Design mult_share_arbiter, sky130hd; sources not shown.
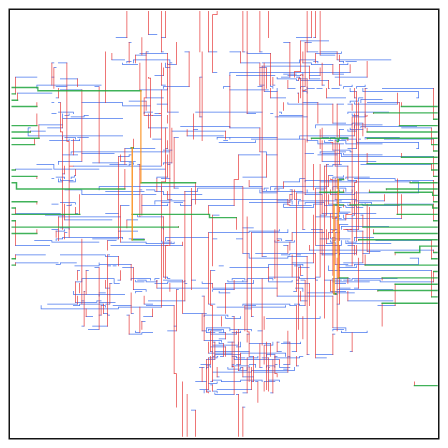
Fig. 1. Metal layers overlaid (run 1).
met1 -> blue  # wire length 2500 um
met3 -> green  # wire length 480 um
met4 -> orange  # wire length 79.6 um
met2 -> red  # wire length 2120 um
overall track demand over capacity in global routing: 0.124
final routed wire length divided by cell count: 12.2 um
total number of vias: 1743

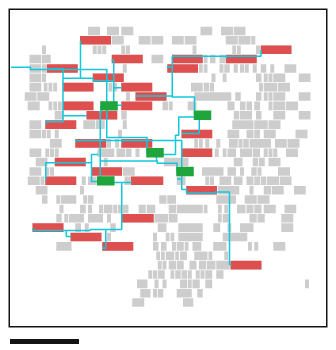
Fig. 2. Clock network drawn from the DEF (run 1).
The bar under the picture is 20 um long.
flip-flops -> red  # count 29
clock wires -> cyan  # length 473 um
cells driving clock nets -> green  # count 5
routed clock nets = 6
final setup skew: 5.88 ps
latest clock arrival within the worst-skew pair: 280 ps
share of power burned in the clock network: 0.123
power in the clock group: 0.617 mW

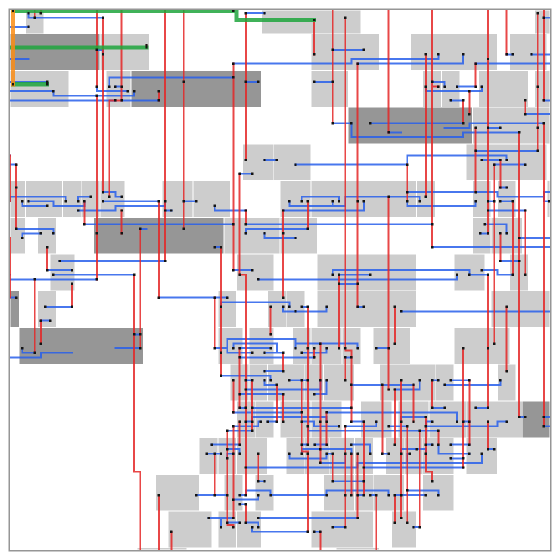
Fig. 3. A small window of the routed layout (run 1).
Region (26, 8) to (66, 48) um. Cells in grey, sequential cells in the stronger grey; small squares are vias.
met3 -> green
met1 -> blue
met4 -> orange
met2 -> red
cells with their middle in the window = 95
sequential cells in the window = 5
most frequent = nand2_1 (24), nand2_2 (13), buf_4 (8)

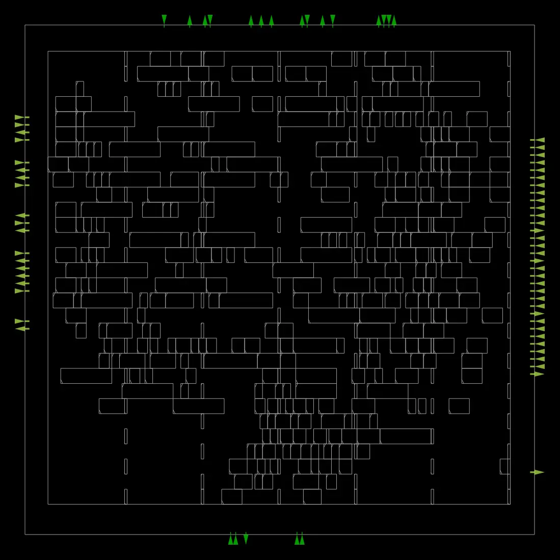
Fig. 4. Placed standard cells (run 1).
standard cell core area: 0.00679 mm^2
number of non-filler instances in the completed layout: 423
end-of-flow core utilization: 0.429

==> changes_impl.md, run 1 <==
### Metrics

- Worst setup slack for register-to-register paths: 80 ps
- Antenna diode count: 0
- Logic gate fraction of the total cell area: 0.340
- Fraction of power consumed by combinational cells: 0.685
- Overall routed net length: 5170 um
- Seq share, synth: 0.415
- Clock tree from TritonCTS: yes
- Result of the run: complete, no violations
- Yosys cell types: 29
- Sequential cell count: 29
- Power Total: 5.00 mW
- Multi-input gates: 176
- Number of cells traversed by the worst hold path: 2
- Number of vias per cell after detailed routing: 4.12
- Placed wire-length estimate: 3730 um
- Worst hold path class: flop to flop
- Signal arrival time at the worst endpoint: 2190 ps
- Maximum vdd ir drop: 618 uV
- Number of standard cells reported by yosys: 235
- Storage cell area: 728 um^2
- Seq pwr share: 0.192
- Portion of the layout cell area used by non-clock buffers: 0.295
- Switching power: 2.41 mW
- Most common logic cells in the final layout: sky130_fd_sc_hd__nand2_1, sky130_fd_sc_hd__clkdlybuf4s50_1, sky130_fd_sc_hd__dfrtp_1
- Post-synth area hogs: sky130_fd_sc_hd__dfrtp_1, sky130_fd_sc_hd__nand2_1, sky130_fd_sc_hd__nand3_1, sky130_fd_sc_hd__inv_1, sky130_fd_sc_hd__nand4_1
- Critical path type: flop to flop
- Routed Antenna Nets: 0
- Drt drc: 0
- Critical path launch point type: flop
- Die outline width: 91.8 um
- Share of the cycle needed by the critical path after routing: 0.960
- Area of the mapped netlist: 0.00175 mm^2
- Data required time of the critical path: 2270 ps
- YS chip area: 0.00175 mm^2
- Net Sw Frac: 0.483
- Number of core rows: 30
- Count of maximum capacitance violations: 0
- Tool warnings: 31
- Synth Register Bits: 29
## run 1: power by group through the flow
stage / clock [mW] / combinational [mW] / sequential (mW)
3_5_place_dp: 0 / 3.01 / 0.966
3_3_place_gp: 0 / 2.99 / 0.969
4_1_cts: 0.638 / 3.26 / 0.965
5_1_grt: 0.662 / 3.77 / 0.992
2_1_floorplan: 0 / 1.71 / 1.29
6_report: 0.617 / 3.42 / 0.958
## run 1: routing by layer
metal,global-route usage,up-vias,share of wire
li1,-,928,-
met1,0.162,741,0.48
met2,0.191,65,0.41
met3,0.0484,9,0.093
met4,0.0371,0,0.015
met5,0,-,0
## run 1: per-stage QoR
step / setup slack, ps / instance area (um^2) / std cells
6_report: 83.0 / 2910 / 423
5_1_grt: -61.3 / 2910 / 423
4_1_cts: -0.887 / 2840 / 421
3_5_place_dp: -406 / 2650 / 409
3_3_place_gp: -378 / 2650 / 409
2_1_floorplan: 235 / 1750 / 235
## run 1: worst max-delay path, stage by stage (launching register included)
cell,delay [ps]
sky130_fd_sc_hd__dfstp_2,590
sky130_fd_sc_hd__inv_4,70
sky130_fd_sc_hd__nand2_2,60
sky130_fd_sc_hd__nand2_2,70
sky130_fd_sc_hd__nand2_2,100
sky130_fd_sc_hd__nand2_4,90
sky130_fd_sc_hd__nor2_8,180
sky130_fd_sc_hd__nand4_4,190
sky130_fd_sc_hd__nand3_4,190
sky130_fd_sc_hd__nor2_4,70
sky130_fd_sc_hd__nand2_1,70
sky130_fd_sc_hd__nand4_1,100
sky130_fd_sc_hd__nand2_1,70
sky130_fd_sc_hd__nand2_1,40
## run 1: cells in the mapped netlist
cell type and count:
sky130_fd_sc_hd__nand3_1 18, sky130_fd_sc_hd__nor3_1 1, sky130_fd_sc_hd__inv_1 16, sky130_fd_sc_hd__nand2_1 99
sky130_fd_sc_hd__nand2_4 2, sky130_fd_sc_hd__dfstp_2 2, sky130_fd_sc_hd__a21boi_1 1, sky130_fd_sc_hd__nor2_2 1
sky130_fd_sc_hd__dfrtp_1 27, sky130_fd_sc_hd__o21ai_1 8, sky130_fd_sc_hd__nand4_4 1, sky130_fd_sc_hd__conb_1 1
sky130_fd_sc_hd__o21ai_0 9, sky130_fd_sc_hd__clkbuf_1 2, sky130_fd_sc_hd__nor2_4 1, sky130_fd_sc_hd__nand4_1 9
sky130_fd_sc_hd__nand3b_4 1, sky130_fd_sc_hd__a21oi_2 1, sky130_fd_sc_hd__buf_6 2, sky130_fd_sc_hd__ha_1 4
sky130_fd_sc_hd__nand3_4 1, sky130_fd_sc_hd__inv_2 8, sky130_fd_sc_hd__nand3_2 1, sky130_fd_sc_hd__buf_2 1
sky130_fd_sc_hd__nand2_2 7, sky130_fd_sc_hd__a21oi_1 1, sky130_fd_sc_hd__nor2_1 6, sky130_fd_sc_hd__nor2_8 1
sky130_fd_sc_hd__buf_4 3
## run 1: timing repair
action / 4_1_cts / 5_1_grt
pin swaps: 10 / 16
gates resized: 12 / 24
cloned: 2 / 0
endpoints found under the hold margin: 0 / 0
setup endpoints to repair: 9 / 14
setup buffers: 2 / 2
Fig. 5: run 1, M3 wires
The bar under the picture is 20 um long.
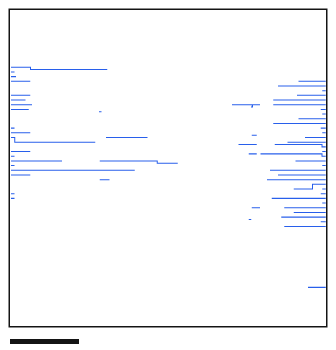

==> inputs of run 2 (changes only) <==
--- a/config.mk
+++ b/config.mk
@@ -8,7 +8,7 @@
 export ABC_AREA = 1
 export CAP_MARGIN = 40
 export CORE_MARGIN = 4
-export CORE_UTILIZATION = 25
+export CORE_UTILIZATION = 40
 export CTS_CLUSTER_SIZE = 28
 export DETAILED_ROUTE_END_ITERATION = 16
 export PLACE_DENSITY_LB_ADDON = 0.15
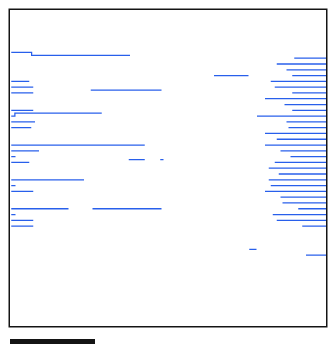
Fig. 6. M3 wires (run 2).
The bar under the picture is 20 um long.
longest straight run = 31.1 um
main direction = horizontal
nets with wire on the layer = 53
share of all routed wire = 11%
wire length on this layer = 535 um
overall routed net length: 4950 um
total number of vias: 1795
met3 layer usage reported by global route: 0.0676

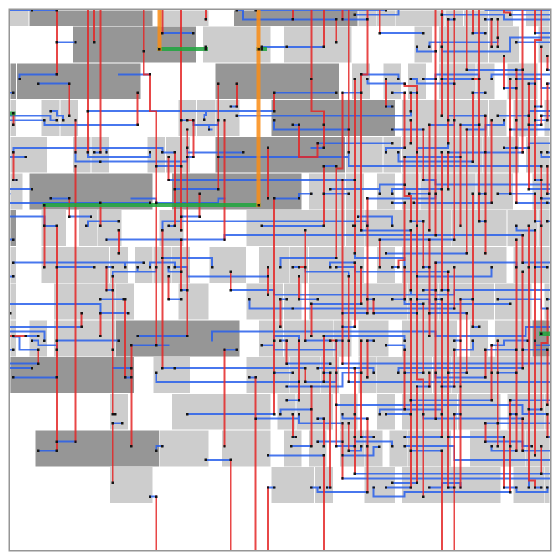
Fig. 7. A small window of the routed layout (run 2).
Region (17, 2) to (57, 42) um. Cells in grey, sequential cells in the stronger grey; small squares are vias.
met3 -> green
met2 -> red
met1 -> blue
met4 -> orange
sequential cells in the window = 10
most frequent = nand2_1 (27), buf_4 (11), inv_1 (9)
cells with their middle in the window = 119

==> run 2 against run 1 <==
- sequential cell count unchanged
- highest routed layer unchanged
- die area down 35%
- worst hold slack worse by 4.3 ps
- global-route usage up 5.4 points
- sequential share of layout area up 0.46 points
- clock power down 27%
- critical endpoint is now mult_multiplicand[2]
- clock skew down 1.9 ps
==> changes_impl.md, run 2 <==
### Metrics

- Result of the run: complete, no violations (unchanged)
- Signal arrival time at the worst endpoint: 2210 ps (was 2190 ps)
- Placed wire-length estimate: 3460 um (was 3730 um)
- Most common logic cells in the final layout: sky130_fd_sc_hd__nand2_1, sky130_fd_sc_hd__clkdlybuf4s50_1, sky130_fd_sc_hd__dfrtp_1 (unchanged)
- Final setup skew: 3.99 ps (was 5.88 ps)
- Maximum vdd ir drop: 904 uV (was 618 uV)
- Data required time of the critical path: 2270 ps (about the same)
- Worst setup slack for register-to-register paths: 60 ps (was 80 ps)
- Number of vias per cell after detailed routing: 4.77 (was 4.12)
- Number of standard cells reported by yosys: 235 (unchanged)
- Standard cell core area: 0.00412 mm^2 (was 0.00679 mm^2)
- Worst hold path class: flop to flop (unchanged)
- Drt drc: 0 (unchanged)
- Overall track demand over capacity in global routing: 0.179 (was 0.124)
- Post-synth area hogs: sky130_fd_sc_hd__dfrtp_1, sky130_fd_sc_hd__nand2_1, sky130_fd_sc_hd__nand3_1, sky130_fd_sc_hd__inv_1, sky130_fd_sc_hd__nand4_1 (unchanged)
- Final routed wire length divided by cell count: 13.2 um (was 12.2 um)
- Antenna diode count: 0 (unchanged)
- Count of maximum capacitance violations: 0 (unchanged)
- YS chip area: 0.00175 mm^2 (unchanged)
- Post-synth ARST share: 1.00 (unchanged)
- Number of core rows: 23 (was 30)
- Post-synth top flop: sky130_fd_sc_hd__dfrtp_1 (unchanged)
- Clock tree from TritonCTS: yes (unchanged)
run 2: repair_timing:
action,4_1_cts,5_1_grt
setup buffers,5,3
resized,9,38
hold buffers,0,0
pin swaps,8,14
endpoints found under the setup margin,9,8
run 2: per-stage QoR:
| stage | instance area (um^2) | setup WS, ps | std cells | hold WS (ps) | power, mW |
|---|---|---|---|---|---|
| floorplan | 1750 | 235 | 235 | 334 | 3.00 |
| global placement | 2570 | -363 | 360 | 462 | 3.89 |
| detailed placement | 2570 | -391 | 360 | 464 | 3.92 |
| CTS | 2690 | 28.9 | 373 | 482 | 4.53 |
| global route | 2860 | -57.5 | 376 | 497 | 5.33 |
| finish | 2860 | 63.0 | 376 | 476 | 4.94 |
run 2: routing by layer:
metal | part of all wire | vias to the layer above | track usage | wire length (um)
met2 | 0.43 | 57 | 0.274 | 2130
met4 | 0.011 | 0 | 0.0534 | 52
li1 | - | 924 | - | -
met3 | 0.11 | 5 | 0.0676 | 534
met1 | 0.45 | 809 | 0.237 | 2230
met5 | 0 | - | 0 | 0
run 2: worst max-delay path, cell delays in order, from the launching register on:
cell	delay (ps)
sky130_fd_sc_hd__dfstp_2	600
sky130_fd_sc_hd__buf_12	130
sky130_fd_sc_hd__buf_4	100
sky130_fd_sc_hd__nand2_1	70
sky130_fd_sc_hd__nand3_2	100
sky130_fd_sc_hd__nand2_4	70
sky130_fd_sc_hd__nor2_8	150
sky130_fd_sc_hd__nand4_4	110
sky130_fd_sc_hd__nand3_4	110
sky130_fd_sc_hd__buf_6	140
sky130_fd_sc_hd__nor2_4	60
sky130_fd_sc_hd__nand2_1	70
sky130_fd_sc_hd__nand4_1	80
sky130_fd_sc_hd__nand2_1	80
sky130_fd_sc_hd__nand2_1	50
run 2: cells by family (layout without fill, tap and decap cells):
kind of cell	count (synthesis)	after routing	synth area share
flip-flops	29	29	0.415
AND/OR/NAND/NOR	149	149	0.409
adder cells (fa/ha/maj)	4	4	0.0285
other	1	1	0.00214
AND-OR/OR-AND	20	20	0.0606
buffers and inverters	32	123	0.0842
run 2: final cells by class:
class / instances / area (um^2)
fillers: 345 / 1250
clock inverters: 3 / 17.5
multi-input cells: 174 / 1000
clock buffers: 5 / 68.8
flip-flops and latches: 29 / 728
well taps: 50 / 62.6
repair buffers: 91 / 885
inverters: 24 / 95.1
run 2: power breakdown:
| part | internal (mW) | total [mW] | switching (mW) | leakage, nW |
|---|---|---|---|---|
| clock network | 0.228 | 0.450 | 0.222 | 0.0439 |
| registers | 0.814 | 0.963 | 0.149 | 0.363 |
| logic | 1.46 | 3.53 | 2.07 | 1.02 |
Power is estimated from default activity; no workload was simulated.
